$ cat config.mk
export PLATFORM = sky130hd
export DESIGN_NAME = sa_layer_sequencer
export DESIGN_NICKNAME = d
export VERILOG_FILES = /design/src/rtl/sa_pkg.sv /design/src/rtl/sa_seq_watchdog.sv /design/src/rtl/sa_layer_sequencer.sv
export SDC_FILE = /design/constraint.sdc
export NUM_CORES = 1
export LEC_CHECK = 0
export ABC_AREA = 0
export CAP_MARGIN = 20
export CORE_MARGIN = 2
export CORE_UTILIZATION = 55
export CTS_CLUSTER_SIZE = 20
export DETAILED_ROUTE_END_ITERATION = 12
export DONT_BUFFER_PORTS = 1
export GPL_TIMING_DRIVEN = 0
export PLACE_DENSITY = 0.7
export SYNTH_ARGS = -nofsm -noshare
export SYNTH_HDL_FRONTEND = slang
export SYNTH_HIERARCHICAL = 1
export SYNTH_SLANG_ARGS = --single-unit
$ cat constraint.sdc
create_clock -name clk -period 2.1 [get_ports clk]
set_input_delay 0.525 -clock clk [delete_from_list [all_inputs] [get_ports clk]]
set_output_delay 0.525 -clock clk [all_outputs]
set_load 0.03 [all_outputs]
$ cat src/rtl/sa_pkg.sv
// Shared types for the systolic-array layer sequencer: the FSM state
// encoding, the per-layer configuration record and the operation selectors.
package sa_pkg;

    // Width of the rows / result-count fields carried in a layer command.
    localparam int SA_CNT_W = 10;

    // op_sel encoding: which SA result strobe marks a finished beat.
    localparam logic OP_CONV = 1'b0;
    localparam logic OP_MUL  = 1'b1;

    typedef enum logic [2:0] {
        IDLE    = 3'd0,
        CFG     = 3'd1,
        WB_REQ  = 3'd2,
        WB_WAIT = 3'd3,
        STREAM  = 3'd4,
        DRAIN   = 3'd5,
        DONE    = 3'd6
    } seq_state_t;

    typedef struct packed {
        logic                op_sel;
        logic                relu_sel;
        logic                sign_en;
        logic [3:0]          w_width;
        logic [3:0]          w_height;
        logic [3:0]          mul_b_w;
        logic [3:0]          mul_b_h;
        logic [3:0]          ifmap_i_w;
        logic [SA_CNT_W-1:0] rows;
        logic [SA_CNT_W-1:0] res_cnt;
    } layer_cfg_t;

endpackage

$ cat src/rtl/sa_seq_watchdog.sv
// Stall watchdog for the layer sequencer: counts consecutive cycles spent
// waiting without progress and flags expiry on the LIMIT-th such cycle.
module sa_seq_watchdog #(
    parameter int LIMIT = 1023
) (
    input  logic clk,
    input  logic nrst,
    input  logic active,
    input  logic progress,
    output logic expire
);

    localparam int CW = $clog2(LIMIT + 1);

    logic [CW-1:0] stall_cnt_reg;

    // Expiry fires during the cycle that would be the LIMIT-th stalled one.
    assign expire = active && !progress && (stall_cnt_reg == CW'(LIMIT - 1));

    // Stall counter: cleared on progress or when not waiting, saturating otherwise.
    always_ff @(posedge clk) begin
        if (!nrst) begin
            stall_cnt_reg <= '0;
        end else if (!active || progress) begin
            stall_cnt_reg <= '0;
        end else if (stall_cnt_reg != {CW{1'b1}}) begin
            stall_cnt_reg <= stall_cnt_reg + CW'(1);
        end
    end

endmodule

$ cat src/rtl/sa_layer_sequencer.sv
// Per-layer controller in front of the systolic-array compute top.
// Accepts a layer command, pulses the layer-info load, fetches weights and
// biases, streams ifmap beats into the array and counts result beats.
// Optional build macro SA_SEQ_TIMEOUT_EN adds a stall watchdog on the
// WB_WAIT and DRAIN states that aborts the layer with an err pulse.
module sa_layer_sequencer
    import sa_pkg::*;
#(
    parameter int WIDTH       = 8,
    parameter int HEIGHT      = 8,
    parameter int DATA_WIDTH  = 8,
    parameter int CNT_W       = 10,
    parameter int TIMEOUT_CYC = 1023
) (
    input  logic                        clk,
    input  logic                        nrst,
    input  logic                        cmd_valid,
    output logic                        cmd_ready,
    input  layer_cfg_t                  cmd_cfg,
    output logic                        wb_req,
    input  logic                        wb_valid,
    input  logic                        src_valid,
    output logic                        src_ready,
    input  logic [WIDTH*DATA_WIDTH-1:0] src_data,
    output logic                        sa_load_layer_info,
    output layer_cfg_t                  sa_cfg,
    output logic                        sa_weight_iv,
    output logic                        sa_b_iv,
    output logic                        sa_data_iv,
    output logic [WIDTH*DATA_WIDTH-1:0] sa_data_id,
    input  logic                        sa_conv_ov,
    input  logic                        sa_mul_ov,
    output logic                        busy,
    output logic                        done,
    output logic                        err
);

    seq_state_t state_reg;
    seq_state_t state_next;

    logic       cmd_ready_reg;
    logic       busy_reg;
    logic       load_reg;
    logic       wb_req_reg;
    logic       src_ready_reg;
    logic       done_reg;
    logic       err_reg;
    layer_cfg_t cfg_reg;

    logic [CNT_W-1:0] row_cnt_reg;
    logic [CNT_W-1:0] res_cnt_reg;
    logic [CNT_W-1:0] rows_tgt;
    logic [CNT_W-1:0] res_tgt;

    logic                        data_iv_reg;
    logic [WIDTH*DATA_WIDTH-1:0] data_id_reg;

    logic cmd_accept;
    logic beat_acc;
    logic last_row;
    logic res_strobe;
    logic res_hit;
    logic wd_active;
    logic wd_progress;
    logic wd_expire;

    assign rows_tgt   = CNT_W'(cfg_reg.rows);
    assign res_tgt    = CNT_W'(cfg_reg.res_cnt);
    assign cmd_accept = cmd_ready_reg && cmd_valid;
    assign beat_acc   = src_ready_reg && src_valid;
    assign last_row   = (row_cnt_reg == rows_tgt - CNT_W'(1));
    assign res_strobe = (cfg_reg.op_sel == OP_MUL) ? sa_mul_ov : sa_conv_ov;

    // A result only counts while the layer is streaming or draining, and
    // only up to the configured target; surplus strobes are dropped.
    assign res_hit = ((state_reg == STREAM) || (state_reg == DRAIN)) && res_strobe
                     && (res_cnt_reg != res_tgt) && (res_cnt_reg != {CNT_W{1'b1}});

    assign wd_active   = (state_reg == WB_WAIT) || (state_reg == DRAIN);
    assign wd_progress = ((state_reg == WB_WAIT) && wb_valid) || res_hit;

`ifdef SA_SEQ_TIMEOUT_EN
    sa_seq_watchdog #(
        .LIMIT(TIMEOUT_CYC)
    ) u_watchdog (
        .clk     (clk),
        .nrst    (nrst),
        .active  (wd_active),
        .progress(wd_progress),
        .expire  (wd_expire)
    );

    logic unused_params;
    assign unused_params = (HEIGHT > 0);
`else
    assign wd_expire = 1'b0;

    logic unused_params;
    assign unused_params = (HEIGHT > 0) ^ (TIMEOUT_CYC > 0) ^ wd_active ^ wd_progress;
`endif

    // Next-state decode for the layer FSM.
    always_comb begin
        state_next = state_reg;
        case (state_reg)
            IDLE:    if (cmd_accept) state_next = CFG;
            CFG:     state_next = WB_REQ;
            WB_REQ:  state_next = WB_WAIT;
            WB_WAIT: begin
                if (wd_expire) begin
                    state_next = IDLE;
                end else if (wb_valid) begin
                    state_next = (rows_tgt == '0) ? DRAIN : STREAM;
                end
            end
            STREAM:  if (beat_acc && last_row) state_next = DRAIN;
            DRAIN: begin
                if (wd_expire) begin
                    state_next = IDLE;
                end else if (res_cnt_reg == res_tgt) begin
                    state_next = DONE;
                end
            end
            DONE:    state_next = IDLE;
            default: state_next = IDLE;
        endcase
    end

    // FSM state, registered control outputs and the latched layer config.
    always_ff @(posedge clk) begin
        if (!nrst) begin
            state_reg     <= IDLE;
            cmd_ready_reg <= 1'b1;
            busy_reg      <= 1'b0;
            load_reg      <= 1'b0;
            wb_req_reg    <= 1'b0;
            src_ready_reg <= 1'b0;
            done_reg      <= 1'b0;
            err_reg       <= 1'b0;
            cfg_reg       <= '0;
        end else begin
            state_reg     <= state_next;
            cmd_ready_reg <= (state_next == IDLE);
            busy_reg      <= (state_next != IDLE);
            load_reg      <= (state_next == CFG);
            wb_req_reg    <= (state_next == WB_REQ);
            src_ready_reg <= (state_next == STREAM);
            done_reg      <= (state_next == DONE);
            err_reg       <= wd_expire;
            if (cmd_accept) begin
                cfg_reg <= cmd_cfg;
            end
        end
    end

    // Row / result counters and the registered ifmap beat toward the array.
    always_ff @(posedge clk) begin
        if (!nrst) begin
            row_cnt_reg <= '0;
            res_cnt_reg <= '0;
            data_iv_reg <= 1'b0;
            data_id_reg <= '0;
        end else begin
            data_iv_reg <= beat_acc;
            if (beat_acc) begin
                data_id_reg <= src_data;
            end
            if (cmd_accept) begin
                row_cnt_reg <= '0;
                res_cnt_reg <= '0;
            end else begin
                if (beat_acc && (row_cnt_reg != {CNT_W{1'b1}})) begin
                    row_cnt_reg <= row_cnt_reg + CNT_W'(1);
                end
                if (res_hit) begin
                    res_cnt_reg <= res_cnt_reg + CNT_W'(1);
                end
            end
        end
    end

    assign cmd_ready          = cmd_ready_reg;
    assign busy               = busy_reg;
    assign sa_load_layer_info = load_reg;
    assign wb_req             = wb_req_reg;
    assign src_ready          = src_ready_reg;
    assign done               = done_reg;
    assign err                = err_reg;
    assign sa_cfg             = cfg_reg;
    assign sa_data_iv         = data_iv_reg;
    assign sa_data_id         = data_id_reg;

    // Weight/bias valids follow the buffer bus only while the fetch is pending.
    assign sa_weight_iv = wb_valid && (state_reg == WB_WAIT);
    assign sa_b_iv      = wb_valid && (state_reg == WB_WAIT);

endmodule

Zoomed window:
Window x 40 to 65, y 40 to 65 um. Cells in grey, sequential cells in the stronger grey; small squares are vias.
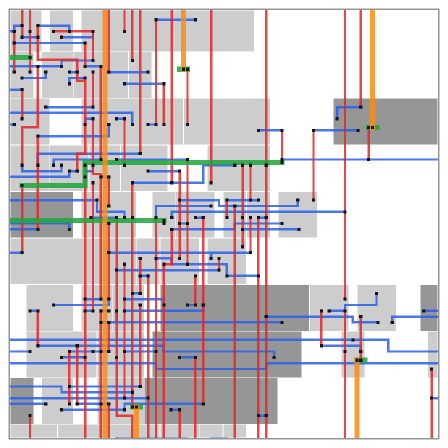
Orange shows met4. Red shows met2. Green shows met3. Blue shows met1.
41 logic cells have their middle in the window. Sequential cells in the window: 5. Most frequent: nand2_1 (5), buf_4 (4). Netlist names of flops here include `state_reg` (3).

The clock network:
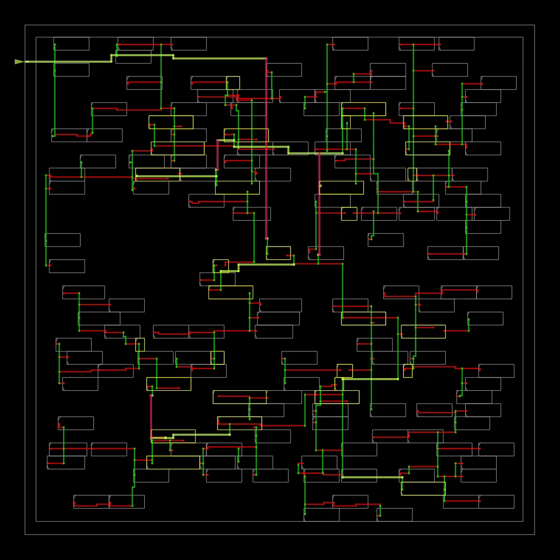
clk_lat worst skew: 0.52 ns
clk pwr: 2.86 mW
Num CTS Buffers: 17

Placed cells, one colour a class:
Drawn at 4 px/um. Fill, decap, tap and diode cells in grey.
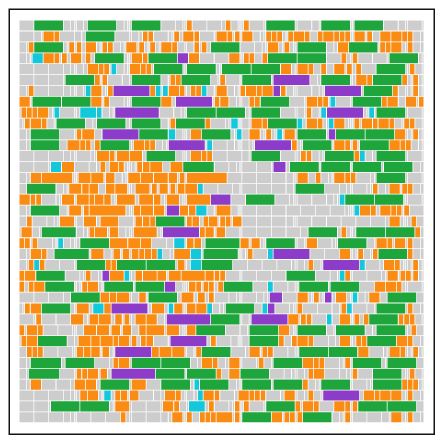
Purple shows clock drivers and dummy loads, cells 30. Green shows flip-flops, cells 137. Cyan shows other buffers and delay cells, cells 47. Orange shows all other logic, cells 500.

==> flow_summary.ini <==
; synthesis and place-and-route metrics
[status]
status = complete, no violations

[power]
ir_drop_mv = 0.465

[synth]
ys_warn_count = 6
ys_sh_aoi_pct = 18.1
synth_seq_share_pct = 48.0
syn_inst = 680
simple_gate_share_pct = 23.8
ys_cells = 680
synthMuxAreaShare_pct = 0.548
async_flop_share_pct = 0
edf_count = 0
logic_family = simple AND/OR/NAND/NOR gates

[hold_path]
hp-start = cmd_cfg[11]
hold_depth = 2
holdPathEnd = rows_tgt[1]$_SDFFE_PN0P_
min_path_type = in2reg

[clocking]
clock-sinks = 137
postCtsHoldBufs = 0

[global_route]
first_global_vias = 4616

[floorplan]
chip_area_sq_mm = 0.0112
dieHeight_um = 106

[final_timing]
setup_tns_ns = 0
fin_skew_ns = 0.0117
grt_setup_unrepaired = yes
setup_viol = 0
finalCritPeriodShare_pct = 97.8

[worst_setup_path]
max_stage_delay_ns = 0.41
cp.arrival_ns = 1.53
path_max_fanout = 3
r2r_start = rows_tgt[0]$_SDFFE_PN0P_
setup.worst_path.end = sa_weight_iv
cp.required_ns = 1.57
crit_type = reg2out

[run]
warning_count = 28

[route]
routedWlPerCell_um = 16.5
drt_wl_total_um = 14000

[layout]
area_growth_pct = 14.7
per-stage QoR:
| step | hold slack [ns] | setup WS [ns] | instance area, sq um | std cells |
|---|---|---|---|---|
| floorplan | 0.477 | 0.0255 | 5720 | 680 |
| global placement | 0.489 | -0.240 | 5890 | 816 |
| detailed placement | 0.504 | -0.257 | 5890 | 816 |
| CTS | 0.124 | -0.0311 | 6510 | 847 |
| global route | 0.125 | -0.0173 | 6550 | 850 |
| finish | 0.141 | 0.0456 | 6550 | 850 |
routing by layer:
| metal | share of wire [%] | wire length (um) | global-route usage [%] | vias to the layer above |
|---|---|---|---|---|
| li1 | - | - | - | 2299 |
| met5 | 0 | 0 | 0 | - |
| met2 | 51 | 7080 | 43.5 | 172 |
| met4 | 2.8 | 395 | 12.5 | 0 |
| met1 | 39 | 5510 | 28.4 | 2179 |
| met3 | 7.4 | 1030 | 7.97 | 31 |
area by class of cell:
type	instances	area [sq um]	area share [%]
clock inverters	13	156	2.39
well taps	136	170	2.60
inverters	9	33.8	0.516
clock buffers	17	414	6.32
multi-input cells	491	2790	42.6
repair buffers	5	37.5	0.573
plain buffers	42	184	2.81
flip-flops and latches	137	2760	42.2
worst max-delay path, delay by kind of cell, from the launching register on:
kind                   cells  cell delay (ns)
and+or+nand+nor            1             0.41
DFF                        1             0.36
buffers and inverters      2             0.25
power groups by stage:
| stage | Clock [mW] | Combinational, mW | Sequential, mW |
|---|---|---|---|
| 3_5_place_dp | 0 | 0.467 | 3.01 |
| 4_1_cts | 2.90 | 0.484 | 2.96 |
| 2_1_floorplan | 0 | 0.375 | 2.98 |
| 6_report | 2.86 | 0.513 | 2.96 |
| 3_3_place_gp | 0 | 0.449 | 3.01 |
| 5_1_grt | 3.02 | 0.577 | 2.97 |
No activity file was given, so power comes from the tool's default toggle rates.
